File: src/rtl/i2s_xmit.sv
// I2S serial transmitter: takes one stereo pair per frame over valid/ready and shifts it out
// MSB-first, one bck after each lrck edge. bck/lrck arrive as plain inputs and are edge-detected on mck.
module i2s_xmit #(
  parameter int unsigned WIDTH    = 24,
  parameter int unsigned SLOT_MAX = 32
) (
  input  logic             mck,
  input  logic             reset,
  input  logic             bck,
  input  logic             lrck,
  input  logic [WIDTH-1:0] data_l,
  input  logic [WIDTH-1:0] data_r,
  input  logic             data_valid,
  output logic             data_ready,
  output logic             sdout,
  output logic             underrun
);

  localparam int unsigned     CntW     = $clog2(SLOT_MAX) + 1;
  localparam logic [CntW-1:0] CntMax   = CntW'(SLOT_MAX - 1);
  localparam logic [CntW-1:0] CntWidth = CntW'(WIDTH);

  logic             bck_d1, bck_d2, lrck_d1, lrck_last;
  logic             full, primed;
  logic [WIDTH-1:0] buf_l, buf_r, shift, shadow_r;
  logic [CntW-1:0]  bitcnt;

  logic bck_fall, slot_start, left_start, accept, full_next;

  always_comb begin
    bck_fall   = bck_d2 & ~bck_d1;
    slot_start = bck_fall & (lrck_d1 != lrck_last);
    left_start = slot_start & ~lrck_d1;
    accept     = data_valid & data_ready;
    // A left start consumes the buffer before a same-cycle handshake refills it.
    full_next  = (full & ~left_start) | accept;
  end

  always_ff @(posedge mck) begin
    if (reset) begin
      // Edge detectors track the live inputs so no phantom edge appears on release.
      bck_d1     <= bck;
      bck_d2     <= bck;
      lrck_d1    <= lrck;
      lrck_last  <= lrck;
      full       <= 1'b0;
      primed     <= 1'b0;
      buf_l      <= '0;
      buf_r      <= '0;
      shift      <= '0;
      shadow_r   <= '0;
      bitcnt     <= '0;
      sdout      <= 1'b0;
      underrun   <= 1'b0;
      data_ready <= 1'b0;
    end else begin
      bck_d1     <= bck;
      bck_d2     <= bck_d1;
      lrck_d1    <= lrck;
      underrun   <= 1'b0;
      full       <= full_next;
      data_ready <= ~full_next;

      if (accept) begin
        buf_l  <= data_l;
        buf_r  <= data_r;
        primed <= 1'b1;
      end

      if (slot_start) begin
        lrck_last <= lrck_d1;
        bitcnt    <= '0;
        sdout     <= 1'b0;
        if (!lrck_d1) begin
          if (full) begin
            shift    <= buf_l;
            shadow_r <= buf_r;
          end else begin
            shift    <= '0;
            shadow_r <= '0;
            underrun <= primed;
          end
        end else begin
          shift <= shadow_r;
        end
      end else if (bck_fall) begin
        if (bitcnt < CntWidth) begin
          sdout <= shift[WIDTH-1];
          shift <= shift << 1;
        end else begin
          sdout <= 1'b0;
        end
        if (bitcnt != CntMax) bitcnt <= bitcnt + 1'b1;
      end
    end
  end

endmodule

File: config.mk
export PLATFORM = sky130hd
export DESIGN_NAME = i2s_xmit
export DESIGN_NICKNAME = d
export VERILOG_FILES = /design/src/rtl/i2s_xmit.sv
export SDC_FILE = /design/constraint.sdc
export NUM_CORES = 1
export LEC_CHECK = 0
export CAP_MARGIN = 20
export CORE_MARGIN = 10
export CORE_UTILIZATION = 30
export CTS_CLUSTER_DIAMETER = 120
export DETAILED_ROUTE_END_ITERATION = 10
export HOLD_SLACK_MARGIN = 0.12
export SETUP_SLACK_MARGIN = 0.1
export SYNTH_ARGS = -nofsm -noshare
export SYNTH_HDL_FRONTEND = slang
export SYNTH_SLANG_ARGS = --single-unit
File: constraint.sdc
create_clock -name mck -period 2 [get_ports mck]
set_input_delay 0.2 -clock mck [delete_from_list [all_inputs] [get_ports mck]]
set_output_delay 0.2 -clock mck [all_outputs]
set_load 0.01 [all_outputs]
Fig. 1: run 1, congestion heat map
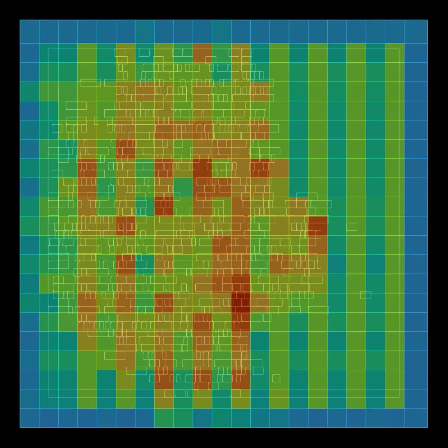
Top Usage Layer GRT: met2
Avg WL per Cell: 14.2 um
global-route track usage on met1: 13.3%
total global-route track usage: 10.3%

Fig. 2: run 1, cell sizes after repair
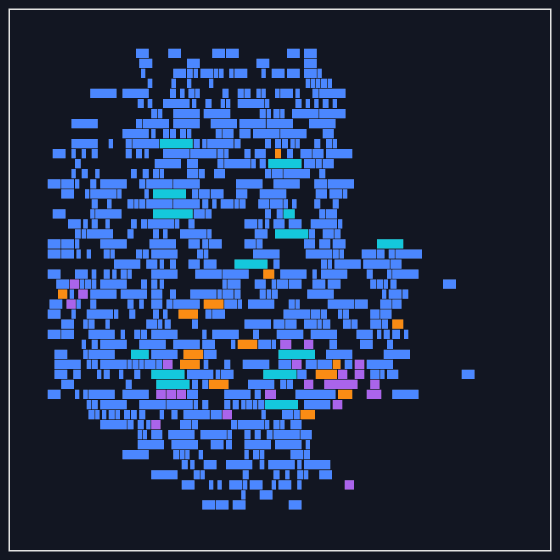
- _2 cells: orange (cells 14; share 2.3%)
- _3 and _4 cells: purple (cells 22; share 3.6%)
- _6 and larger: cyan (cells 14; share 2.3%)
- _0 and _1 cells: blue (cells 563; share 92%)

Fig. 3: run 1, gate families picked out
Bar = 50 um.
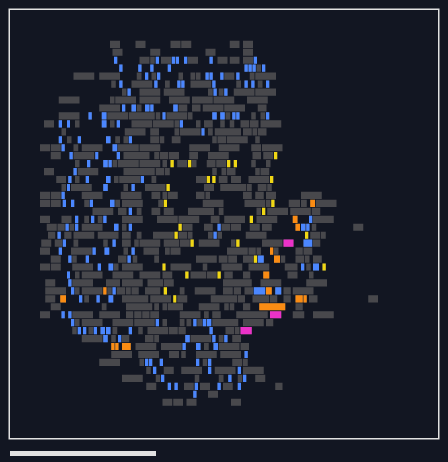
- multiplexers: magenta (cells 3; most used mux2_2)
- NOR gates: orange (cells 15; most used nor2_1)
- inverters: yellow (cells 25; most used inv_1; where center)
- NAND gates: blue (cells 154; most used nand2_1)

Fig. 4: run 1, met3 routing
Cells faint in the background.
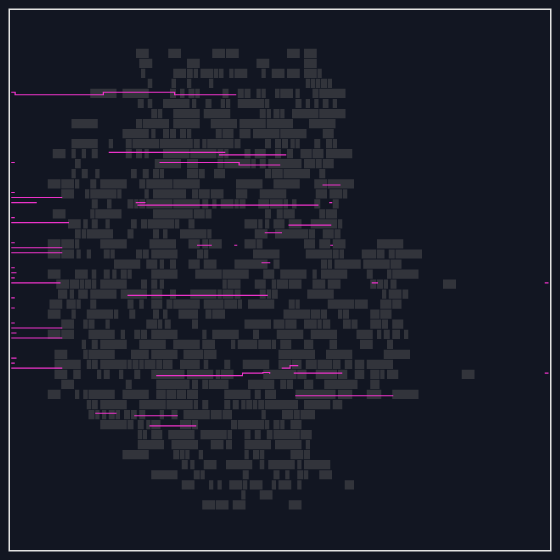
- nets with wire on the layer: 39
- share of all routed wire: 4.2%
- wire length on this layer: 495 um
- main direction: horizontal
- longest straight run: 48.8 um
GR Layer Usage met3: 2.26%
routed wire length: 11800 um

==> run_summary.xml, run 1 <==
<?xml version="1.0" encoding="UTF-8"?>
<metrics>
  <group name="critical_path">
    <metric name="cp.arrival" unit="ns">2.03</metric>
    <metric name="crit_path_start" unit="">bck_d2</metric>
    <metric name="critical_path_depth" unit="">3</metric>
    <metric name="r2r_slack" unit="ns">0.21</metric>
    <metric name="setup.worst_path.class" unit="">reg -&gt; reg</metric>
    <metric name="cell_by_cell_listing_of_the_critical_path" unit="">or3b_4, o32a_1, a221oi_1</metric>
    <metric name="critPathSlowestCell" unit="">or3b_4</metric>
  </group>
  <group name="sta">
    <metric name="timing.max_slew.rel_slack" unit="%">64.0</metric>
    <metric name="final_period_minus_worst_setup_slack" unit="ns">1.79</metric>
    <metric name="clock_skew" unit="ns">0.00475</metric>
    <metric name="finalHoldWorstSlack" unit="ns">0.322</metric>
  </group>
  <group name="pwr">
    <metric name="powerDensity" unit="nW/um^2">805</metric>
    <metric name="seq_power_share" unit="%">50.1</metric>
    <metric name="power-top-group" unit="">registers</metric>
    <metric name="clk-power" unit="uW">1810</metric>
    <metric name="p_leak" unit="uW">0.00198</metric>
  </group>
  <group name="run">
    <metric name="maxCapViolCount" unit="">0</metric>
  </group>
  <group name="die">
    <metric name="floorplanUtilization" unit="%">30.4</metric>
    <metric name="core" unit="um^2">15800</metric>
  </group>
  <group name="yosys">
    <metric name="synth_mux_share" unit="%">0.679</metric>
    <metric name="synth_top_area_share" unit="%">46.0</metric>
    <metric name="most_common_flop_cell_mapped_by_yosys" unit="">dfxtp_1</metric>
    <metric name="synth_compound_gate_area_share" unit="%">25.2</metric>
    <metric name="asyncSetResetFlopFracSynth" unit="%">0</metric>
  </group>
  <group name="grt">
    <metric name="grt_antenna_before_repair" unit="">0</metric>
  </group>
  <group name="cts">
    <metric name="cts.sink_count" unit="">111</metric>
    <metric name="cts.repair_timing.setup_buffer_count" unit="">0</metric>
    <metric name="h_tree_depth_reported_by_cts" unit="">3</metric>
    <metric name="holdBufCountCts" unit="">0</metric>
  </group>
  <group name="finish">
    <metric name="buffers" unit="">73</metric>
    <metric name="num-clock-buffers" unit="">10</metric>
    <metric name="num_antenna_cells" unit="">0</metric>
    <metric name="area.share.sequential" unit="%">38.0</metric>
    <metric name="post-route-cell-area" unit="um^2">5870</metric>
  </group>
  <group name="place">
    <metric name="place_area" unit="um^2">5530</metric>
    <metric name="dp.cells" unit="">811</metric>
    <metric name="gp_routability_congestion" unit="">0.748</metric>
  </group>
  <group name="detailed_routing">
    <metric name="detail_route.first_pass.iterations" unit="">4</metric>
    <metric name="dr.max_layer_used" unit="">met4</metric>
  </group>
  <group name="outcome">
    <metric name="run_status" unit="">finished, final reports clean</metric>
  </group>
</metrics>
==> inputs of run 2 (changes only) <==
Settings changed: ABC_AREA from default to 0.
Fig. 5: run 2, congestion heat map
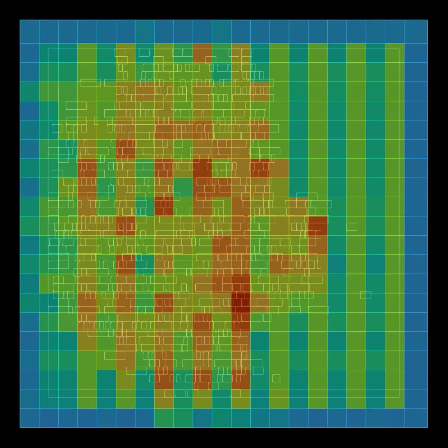
Util after Layout: 37.2%
met2 layer usage reported by global route: 17.2%

==> run_summary.xml, run 2 <==
<?xml version="1.0" encoding="UTF-8"?>
<metrics>
  <group name="outcome">
    <metric name="run_status" unit="">finished, final reports clean</metric>
  </group>
  <group name="sta">
    <metric name="final_period_minus_worst_setup_slack" unit="ns">1.79</metric>
    <metric name="endpoints_failing_hold" unit="">0</metric>
    <metric name="timing.final.max_slew_violations" unit="">0</metric>
    <metric name="finalHoldWorstSlack" unit="ns">0.322</metric>
    <metric name="max_freq" unit="MHz">559</metric>
    <metric name="timing_worst_slew_pin_value" unit="ns">0.540</metric>
  </group>
  <group name="cts">
    <metric name="cts.repair_timing.setup_buffer_count" unit="">0</metric>
    <metric name="cts.sink_count" unit="">111</metric>
    <metric name="h_tree_depth_reported_by_cts" unit="">3</metric>
    <metric name="clock_slew_at_the_register_clock_pins_of_the_worst_setup_and_hold_paths" unit="ns">0.07</metric>
    <metric name="tritoncts_clock_tree" unit="">yes</metric>
    <metric name="cts_resized" unit="">0</metric>
  </group>
  <group name="pwr">
    <metric name="clk-power" unit="uW">1810</metric>
    <metric name="p_leak" unit="uW">0.00198</metric>
    <metric name="seq_power_share" unit="%">50.1</metric>
    <metric name="power.combinational.total" unit="uW">551</metric>
    <metric name="power-top-group" unit="">registers</metric>
    <metric name="powerDensity" unit="nW/um^2">805</metric>
  </group>
  <group name="yosys">
    <metric name="most_common_flop_cell_mapped_by_yosys" unit="">dfxtp_1</metric>
    <metric name="yosysChipArea" unit="um^2">4790</metric>
    <metric name="area_leaders" unit="">dfxtp_1 (46%), a21oi_1 (11%), nand2_1 (9.7%), o32a_1 (4.8%), and3b_1 (4.4%)</metric>
    <metric name="synth_compound_gate_area_share" unit="%">25.2</metric>
    <metric name="asyncSetResetFlopFracSynth" unit="%">0</metric>
    <metric name="synth_top_area_share" unit="%">46.0</metric>
    <metric name="synth.cell_area" unit="um^2">4790</metric>
    <metric name="synth_mux_share" unit="%">0.679</metric>
    <metric name="postSynthAreaPerCell" unit="um^2">8.23</metric>
    <metric name="synth-edff-count" unit="">1</metric>
  </group>
  <group name="finish">
    <metric name="layout.filler_cells" unit="">1657</metric>
    <metric name="post-route-cell-area" unit="um^2">5870</metric>
    <metric name="area_delta_synth_final" unit="%">22.6</metric>
    <metric name="area.share.sequential" unit="%">38.0</metric>
    <metric name="clkCellAreaFrac" unit="%">5.24</metric>
    <metric name="num_antenna_cells" unit="">0</metric>
    <metric name="top_area_cell_class" unit="">combinational gates</metric>
    <metric name="num-clock-buffers" unit="">10</metric>
    <metric name="nNonClkInverters" unit="">25</metric>
  </group>
  <group name="place">
    <metric name="dp.cells" unit="">811</metric>
    <metric name="place_area" unit="um^2">5530</metric>
    <metric name="gp_routability_congestion" unit="">0.748</metric>
  </group>
  <group name="detailed_routing">
    <metric name="dr.max_layer_used" unit="">met4</metric>
    <metric name="detail_route.wl_per_cell" unit="um">14.2</metric>
    <metric name="detail_route.first_pass.iterations" unit="">4</metric>
    <metric name="route.final.wire_length" unit="um">11800</metric>
  </group>
  <group name="critical_path">
    <metric name="cell_by_cell_listing_of_the_critical_path" unit="">or3b_4, o32a_1, a221oi_1</metric>
    <metric name="setup.worst_path.class" unit="">reg -&gt; reg</metric>
    <metric name="critPathBufInv" unit="">0</metric>
    <metric name="cp.arrival" unit="ns">2.03</metric>
    <metric name="crit_path_start" unit="">bck_d2</metric>
    <metric name="r2r_slack" unit="ns">0.21</metric>
    <metric name="critical_path_depth" unit="">3</metric>
    <metric name="rr_worst_depth" unit="">3</metric>
    <metric name="critPathSlowestCell" unit="">or3b_4</metric>
  </group>
  <group name="grt">
    <metric name="gr-usage-met3" unit="%">2.26</metric>
    <metric name="globalRouteTotalUtil" unit="%">10.3</metric>
    <metric name="busiest_layer" unit="">met2</metric>
    <metric name="met1_usage" unit="%">13.3</metric>
  </group>
  <group name="worst_hold_path">
    <metric name="holdCritPathClass" unit="">in -&gt; reg</metric>
  </group>
  <group name="die">
    <metric name="die-height" unit="um">146</metric>
    <metric name="floorplanUtilization" unit="%">30.4</metric>
    <metric name="core" unit="um^2">15800</metric>
  </group>
  <group name="run">
    <metric name="maxCapViolCount" unit="">0</metric>
  </group>
</metrics>
Fig. 6: run 2, routed clock nets over the placement
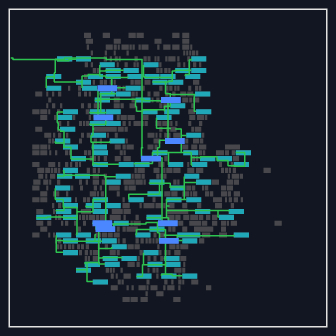
- clock wires: green (length 1190 um)
- clock drivers: blue (count 9)
- flip-flops: cyan (count 111)
- routed clock nets: 10
worst-skew pair later-pin latency: 0.34 ns
clock skew: 0.00475 ns

No activity file was given, so power comes from the tool's default toggle rates.
